===== config.mk =====
export PLATFORM = sky130hd
export DESIGN_NAME = icache_dm_flat
export DESIGN_NICKNAME = d
export VERILOG_FILES = /design/src/rtl/riscv_pkg.sv /design/src/rtl/icache_dm_if.sv /design/src/rtl/icache_dm_refill_fsm.sv /design/src/rtl/icache_dm.sv /design/src/flat_wrapper.sv
export SDC_FILE = /design/constraint.sdc
export NUM_CORES = 2
export LEC_CHECK = 0
export ABC_AREA = 0
export CAP_MARGIN = 10
export CORE_UTILIZATION = 40
export CTS_CLUSTER_SIZE = 12
export DETAILED_ROUTE_END_ITERATION = 10
export DONT_BUFFER_PORTS = 1
export PLACE_DENSITY = 0.57
export SYNTH_ARGS = -nofsm -noshare
export SYNTH_HDL_FRONTEND = slang
export SYNTH_SLANG_ARGS = --single-unit

===== constraint.sdc =====
create_clock -name clk -period 4.55 [get_ports clk]
set_input_delay 0.455 -clock clk [delete_from_list [all_inputs] [get_ports clk]]
set_output_delay 0.455 -clock clk [all_outputs]
set_load 0.01 [all_outputs]

===== src/rtl/riscv_pkg.sv =====
// Shared core definitions: address width, canonical NOP and
// the instruction-cache refill FSM state encoding.
package riscv_pkg;

    localparam int unsigned XLEN = 32;

    localparam logic [31:0] NOP_INSTR = 32'h0000_0013;

    typedef enum logic [1:0] {
        IDLE   = 2'd0,
        REQ    = 2'd1,
        REFILL = 2'd2,
        DONE   = 2'd3
    } icache_state_t;

endpackage


===== src/rtl/icache_dm_if.sv =====
// Instruction-cache line-refill bus: request/grant then a burst of
// read beats. master = cache (req, adr out), slave = memory.
interface icache_dm_if #(
    parameter int unsigned XLEN = riscv_pkg::XLEN
);

    logic            mem_req_o;
    logic [XLEN-1:0] mem_adr_o;
    logic            mem_gnt_i;
    logic            mem_rvalid_i;
    logic [31:0]     mem_rdata_i;

    modport master (
        output mem_req_o,
        output mem_adr_o,
        input  mem_gnt_i,
        input  mem_rvalid_i,
        input  mem_rdata_i
    );

    modport slave (
        input  mem_req_o,
        input  mem_adr_o,
        output mem_gnt_i,
        output mem_rvalid_i,
        output mem_rdata_i
    );

endinterface


===== src/rtl/icache_dm_refill_fsm.sv =====
// Refill engine: latches the missing line, runs req/gnt and counts
// beats. Ports: clk, reset_n, i_miss/i_inval/i_line in, mem bus,
// o_state, o_line, o_beat, o_beat_we, o_fill_done, o_set_valid out.
module icache_refill_fsm
    import riscv_pkg::*;
#(
    parameter int unsigned XLEN  = riscv_pkg::XLEN,
    parameter int unsigned WORDS = 4,
    localparam int unsigned OFFSET_W = $clog2(WORDS),
    localparam int unsigned LINE_W   = XLEN - 2 - OFFSET_W
) (
    input  logic                clk,
    input  logic                reset_n,
    input  logic                i_miss,
    input  logic                i_inval,
    input  logic [LINE_W-1:0]   i_line,
    icache_dm_if.master         mem,
    output icache_state_t       o_state,
    output logic [LINE_W-1:0]   o_line,
    output logic [OFFSET_W-1:0] o_beat,
    output logic                o_beat_we,
    output logic                o_fill_done,
    output logic                o_set_valid
);

    localparam logic [OFFSET_W-1:0] LAST_BEAT =
        OFFSET_W'(WORDS - 1);

    icache_state_t       r_state;
    logic [LINE_W-1:0]   r_line;
    logic [OFFSET_W-1:0] r_beat;
    logic                r_kill;
    logic                w_beat_we;
    logic                w_last;

    assign w_beat_we = (r_state == REFILL)
                     && mem.mem_rvalid_i;
    assign w_last    = w_beat_we && (r_beat == LAST_BEAT);

    always_ff @(posedge clk or negedge reset_n) begin
        if (!reset_n) begin
            r_state <= IDLE;
            r_line  <= '0;
            r_beat  <= '0;
            r_kill  <= 1'b0;
        end else begin
            unique case (r_state)
                IDLE: begin
                    if (i_miss) begin
                        r_state <= REQ;
                        r_line  <= i_line;
                    end
                end
                REQ: begin
                    if (i_inval) r_kill <= 1'b1;
                    if (mem.mem_gnt_i) begin
                        r_state <= REFILL;
                        r_beat  <= '0;
                    end
                end
                REFILL: begin
                    if (i_inval) r_kill <= 1'b1;
                    if (w_beat_we) r_beat <= r_beat + 1'b1;
                    if (w_last) r_state <= DONE;
                end
                DONE: begin
                    r_kill  <= 1'b0;
                    r_state <= IDLE;
                end
                default: r_state <= IDLE;
            endcase
        end
    end

    assign mem.mem_req_o = (r_state == REQ);
    assign mem.mem_adr_o = (r_state == REQ)
        ? {r_line, {(OFFSET_W + 2){1'b0}}}
        : '0;

    assign o_state     = r_state;
    assign o_line      = r_line;
    assign o_beat      = r_beat;
    assign o_beat_we   = w_beat_we;
    assign o_fill_done = w_last;
    // An invalidate on the final beat must win over the fill.
    assign o_set_valid = w_last && !r_kill && !i_inval;

endmodule


===== src/rtl/icache_dm.sv =====
// Direct-mapped read-only I-cache. Ports: clk, reset_n, adr_i in;
// instr_o, stall_o out; inval_i in; mem = refill bus (master).
module icache_dm
    import riscv_pkg::*;
#(
    parameter int unsigned XLEN  = riscv_pkg::XLEN,
    parameter int unsigned LINES = 16,
    parameter int unsigned WORDS = 4
) (
    input  logic            clk,
    input  logic            reset_n,
    input  logic [XLEN-1:0] adr_i,
    output logic [31:0]     instr_o,
    output logic            stall_o,
    input  logic            inval_i,
    icache_dm_if.master     mem
);

    localparam int unsigned OFFSET_W = $clog2(WORDS);
    localparam int unsigned INDEX_W  = $clog2(LINES);
    localparam int unsigned TAG_W    = XLEN - 2 - OFFSET_W - INDEX_W;
    localparam int unsigned LINE_W   = XLEN - 2 - OFFSET_W;

    logic [LINES-1:0] r_valid;
    logic [TAG_W-1:0] r_tag  [LINES];
    logic [31:0]      r_data [LINES][WORDS];

    logic [OFFSET_W-1:0] w_offset;
    logic [INDEX_W-1:0]  w_index;
    logic [TAG_W-1:0]    w_tag;
    logic                w_hit;
    logic                w_unused;

    icache_state_t       w_state;
    logic [LINE_W-1:0]   w_m_line;
    logic [INDEX_W-1:0]  w_m_index;
    logic [TAG_W-1:0]    w_m_tag;
    logic [OFFSET_W-1:0] w_beat;
    logic                w_beat_we;
    logic                w_fill_done;
    logic                w_set_valid;

    assign w_offset = adr_i[2 +: OFFSET_W];
    assign w_index  = adr_i[2 + OFFSET_W +: INDEX_W];
    assign w_tag    = adr_i[XLEN-1 -: TAG_W];
    assign w_unused = ^adr_i[1:0];

    assign w_hit = r_valid[w_index]
                && (r_tag[w_index] == w_tag);

    assign instr_o = w_hit ? r_data[w_index][w_offset]
                           : NOP_INSTR;

    // Held low in reset even though every line reads as a miss.
    assign stall_o = reset_n
        && ((w_state != IDLE) || !w_hit);

    assign w_m_index = w_m_line[INDEX_W-1:0];
    assign w_m_tag   = w_m_line[LINE_W-1 -: TAG_W];

    icache_refill_fsm #(
        .XLEN  (XLEN),
        .WORDS (WORDS)
    ) u_fsm (
        .clk         (clk),
        .reset_n     (reset_n),
        .i_miss      (!w_hit),
        .i_inval     (inval_i),
        .i_line      (adr_i[XLEN-1:OFFSET_W+2]),
        .mem         (mem),
        .o_state     (w_state),
        .o_line      (w_m_line),
        .o_beat      (w_beat),
        .o_beat_we   (w_beat_we),
        .o_fill_done (w_fill_done),
        .o_set_valid (w_set_valid)
    );

    always_ff @(posedge clk or negedge reset_n) begin
        if (!reset_n) begin
            r_valid <= '0;
        end else if (inval_i) begin
            r_valid <= '0;
        end else if (w_set_valid) begin
            r_valid[w_m_index] <= 1'b1;
        end
    end

    // Tag and data carry no reset; valid alone qualifies them.
    always_ff @(posedge clk) begin
        if (w_beat_we) begin
            r_data[w_m_index][w_beat] <= mem.mem_rdata_i;
        end
        if (w_fill_done) begin
            r_tag[w_m_index] <= w_m_tag;
        end
    end

endmodule


===== src/flat_wrapper.sv =====
// flat-port wrapper written by rule: the top's interface ports become plain ports
module icache_dm_flat import riscv_pkg::*;
#(
    parameter int unsigned XLEN  = riscv_pkg::XLEN,
    parameter int unsigned LINES = 16,
    parameter int unsigned WORDS = 4
)
  (clk, reset_n, adr_i, instr_o, stall_o, inval_i, mem_mem_req_o, mem_mem_adr_o, mem_mem_gnt_i, mem_mem_rvalid_i, mem_mem_rdata_i);
  icache_dm_if #(.XLEN(XLEN)) mem_i ();
  input  logic clk;
  input  logic reset_n;
  input  logic [XLEN-1:0] adr_i;
  output logic [31:0] instr_o;
  output logic stall_o;
  input  logic inval_i;
  output wire logic [$bits(mem_i.mem_req_o)-1:0] mem_mem_req_o;
  output wire logic [$bits(mem_i.mem_adr_o)-1:0] mem_mem_adr_o;
  input wire logic [$bits(mem_i.mem_gnt_i)-1:0] mem_mem_gnt_i;
  input wire logic [$bits(mem_i.mem_rvalid_i)-1:0] mem_mem_rvalid_i;
  input wire logic [$bits(mem_i.mem_rdata_i)-1:0] mem_mem_rdata_i;
  assign mem_mem_req_o = mem_i.mem_req_o;
  assign mem_mem_adr_o = mem_i.mem_adr_o;
  assign mem_i.mem_gnt_i = mem_mem_gnt_i;
  assign mem_i.mem_rvalid_i = mem_mem_rvalid_i;
  assign mem_i.mem_rdata_i = mem_mem_rdata_i;
  icache_dm #(.XLEN(XLEN), .LINES(LINES), .WORDS(WORDS)) u_core (.clk(clk), .reset_n(reset_n), .adr_i(adr_i), .instr_o(instr_o), .stall_o(stall_o), .inval_i(inval_i), .mem(mem_i));
endmodule

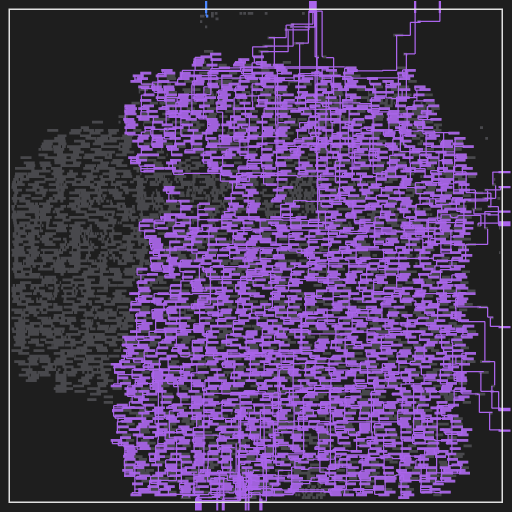
(images/io_fan.png)
(1 px per um)
[blue] mem_mem_gnt_i | direction: input | end cells: 1 | buffers: 0 | wire: 5.60 um
[purple] mem_mem_rdata_i | direction: input | end cells: 2048 | buffers: 64 | wire: 26.6 mm
Top Ports: 135
IO Port Bufs: 0

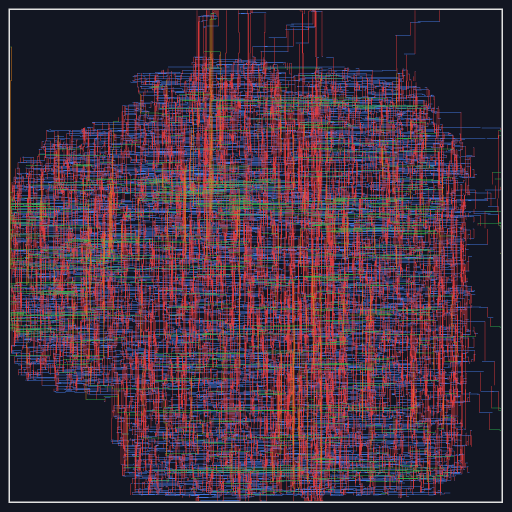
(images/wires.png)
(1 px per um)
[orange] metal 4 | wire length: 6350 um
[blue] metal 1 | wire length: 103 mm
[red] metal 2 | wire length: 122 mm
[green] metal 3 | wire length: 18600 um
overall routing resource usage: 20.43%
routed wire length: 249.8 mm
Vias: 44330
wire length per cell: 32.67 um

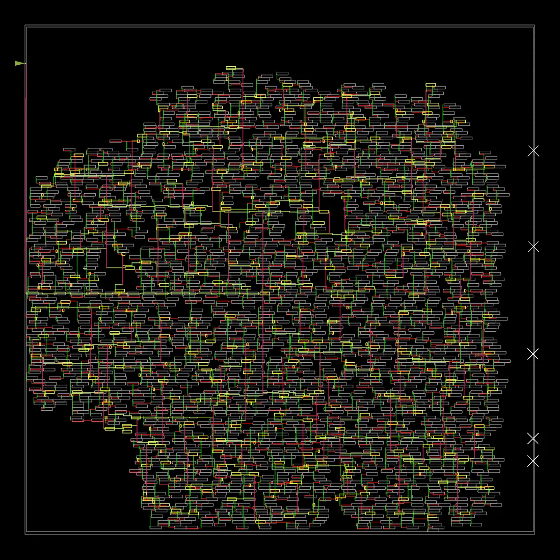
(images/clocks.png)
clock sink count: 2481
clock-net power: 19.9 mW
Clock buffer cells: 364
clock skew: 73.69 ps
clk_lat worst skew: 930 ps

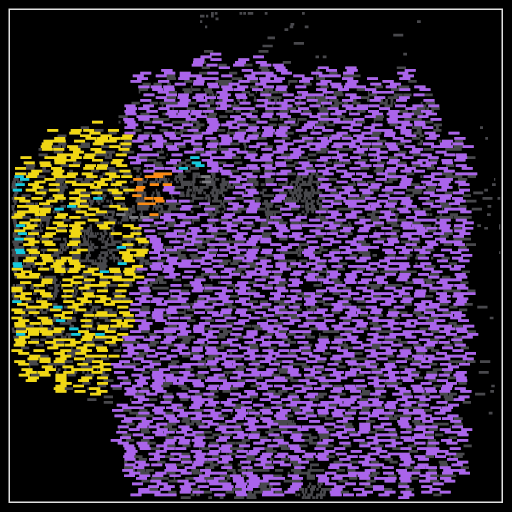
(images/flops_by_reg.png)
(1 px per um)
[yellow] u_core.r_tag | flops: 384 | where: left middle
[purple] u_core.r_data | flops: 2048
[orange] u_core.r_valid | flops: 16
[cyan] u_core.u_fsm.o_line | flops: 28
Post-Route Utilization: 46.53%
Seq. pwr: 26.6 mW
Seq area share: 67.04%
register area: 0.07426 mm2

==> changes_impl.md <==
### Metrics

- Slew margin rel.: 19.31%
- Met3 wire len: 18.64 mm
- Synth Instances: 3989
- Critical-path cell list: buf_16 > buf_16 > mux4_2 > mux4_2 > nor2b_1 > a211oi_2 > buf_4 > a311oi_2 > buf_4 > buf_4
- Vias in the first global route: 45260
- Residual DRC: 16
- Post-layout period usage: 99.19%
- Pwr top: sequential cells
- CTS tree: built
- GR peak layer: met2
- Met2 WL: 121.6 mm
- Failing checks: DRC
- Chip Width: 491.6 um
- Registers: 2481
- Switch share: 22.22%
- Max Slew Vio Count: 0
- Worst R2R End: u_core.r_data[14][18]
- Comb pwr: 3.38 mW
- Post-Synth Adder-Cell Area: 0.1174%
- Top comb family, area: multiplexers
- Sequential power share: 53.3%
- MaxCap Viol Count: 0
- Slew of the pin with the lowest slew margin: 1210 ps
- Largest net degree at the start of global routing: 629
- Root buffer cell: clkbuf_16
- Gate power share: 6.8%
- Setup violators final: 0
- Arrival time of the worst setup path: 4060 ps
- Tool warnings: 49
- Initial drt markers: 5088
- Asr flop ratio synth: 1.975%
- Inverter count: 13
- Highest clock rate: 0.2216 GHz
- Commonest flop: edfxtp_1
- Tmin final: 4513 ps
- Multi-input gates: 1279
- Buffering overhead: 3.302%
- CTS Buffer Depth: 4
- Detailed Place HPWL: 120.5 mm
- Dpl ws: 100.9 ps
- Critical path destination: instr_o[19]
- Cell-internal power: 38.87 mW
- Mux area share: 18.57%
- Dpl cell area: 0.1009 mm2
- Top cell by count, worst path: buf_4
- Placer congestion estimate: 0.7667
- Sequential share of the synthesized area: 77.45%
- Final Hold Fails: 0
- Synthesized area: 0.09588 mm2
- Comb area share: 18.98%
- Cell Rows: 179
- HP Class: in2async
- Final nets: 4402
- Clk tree area frac: 7.042%
- Pwr dens: 451.1 mW/mm2
- Status: finished, violations left
- Congestion Overflow GR: 0
- Uppermost routed layer: met4
- Routed Antenna Nets: 0
- Setup bufs post-CTS: 0
- FF-to-FF setup slack: 1130 ps
- Largest stage delay on the critical path: 660 ps
- Largest register FFs: 2048
- TNS Setup: 0 ps
- VDD IR-drop max: 0.4297 mV
- Post-route cell area: 0.1108 mm2
- Layout cells sized above 1: 31.40%
- Die height: 491.6 um
- Worst hold slack: 81.76 ps
- Initial antenna violation count: 19
- Tap cells: 3167
- Compound Share, Synth: 0.8012%
- Hold_buf cts: 95
- Distinct cell type count after synthesis: 61
- Clk pwr share: 39.9%
- Area-dominant class: flip-flops and latches
- Synthesized flop and latch total: 2481
- Yosys xor share: 0.2284%
- Non-filler cells, final: 7647
- Filler cells: 19410
- Total CTS buffers: 276
- Grt met1 use: 28.38%
- Ant. Diodes: 5
critical path: cells and delay by family:
| kind | cells | cell delay [ps] |
|---|---|---|
| AOI/OAI and AO/OA | 2 | 280 |
| muxes | 2 | 930 |
| buffers and inverters | 5 | 1710 |
| and+or+nand+nor | 1 | 200 |
cells in the mapped netlist (4+ instances only):
| master | instances | area [um2] |
|---|---|---|
| a22oi_1 | 16 | 120.1 |
| mux4_2 | 749 | 16870 |
| nand2b_1 | 4 | 25.02 |
| edfxtp_1 | 2432 | 73030 |
| nor3_1 | 12 | 60.06 |
| xnor2_1 | 14 | 122.6 |
| nor3b_1 | 4 | 30.03 |
| buf_12 | 5 | 100.1 |
| buf_2 | 63 | 315.3 |
| xor2_1 | 11 | 96.34 |
| nor4_1 | 6 | 37.54 |
| nor2_1 | 109 | 409.1 |
| mux2_4 | 20 | 300.3 |
| mux2i_1 | 46 | 460.4 |
| o22ai_1 | 6 | 37.54 |
| nor2b_1 | 37 | 231.5 |
| inv_1 | 10 | 37.54 |
| nand2_1 | 48 | 180.2 |
| nand4_1 | 5 | 31.28 |
| buf_4 | 13 | 97.59 |
| and3_1 | 4 | 25.02 |
| nand3_1 | 17 | 85.08 |
| a211oi_1 | 20 | 150.1 |
| buf_1 | 21 | 78.83 |
| a31oi_1 | 12 | 75.07 |
| and2_1 | 38 | 237.7 |
| a21oi_1 | 12 | 60.06 |
| ha_1 | 9 | 112.6 |
| dfrtp_1 | 49 | 1226 |
| buf_6 | 12 | 135.1 |
| clkbuf_1 | 103 | 386.6 |
| a311oi_1 | 9 | 78.83 |
| mux2_2 | 16 | 180.2 |
| o21ai_0 | 14 | 70.07 |
No activity file was given, so power comes from the tool's default toggle rates.
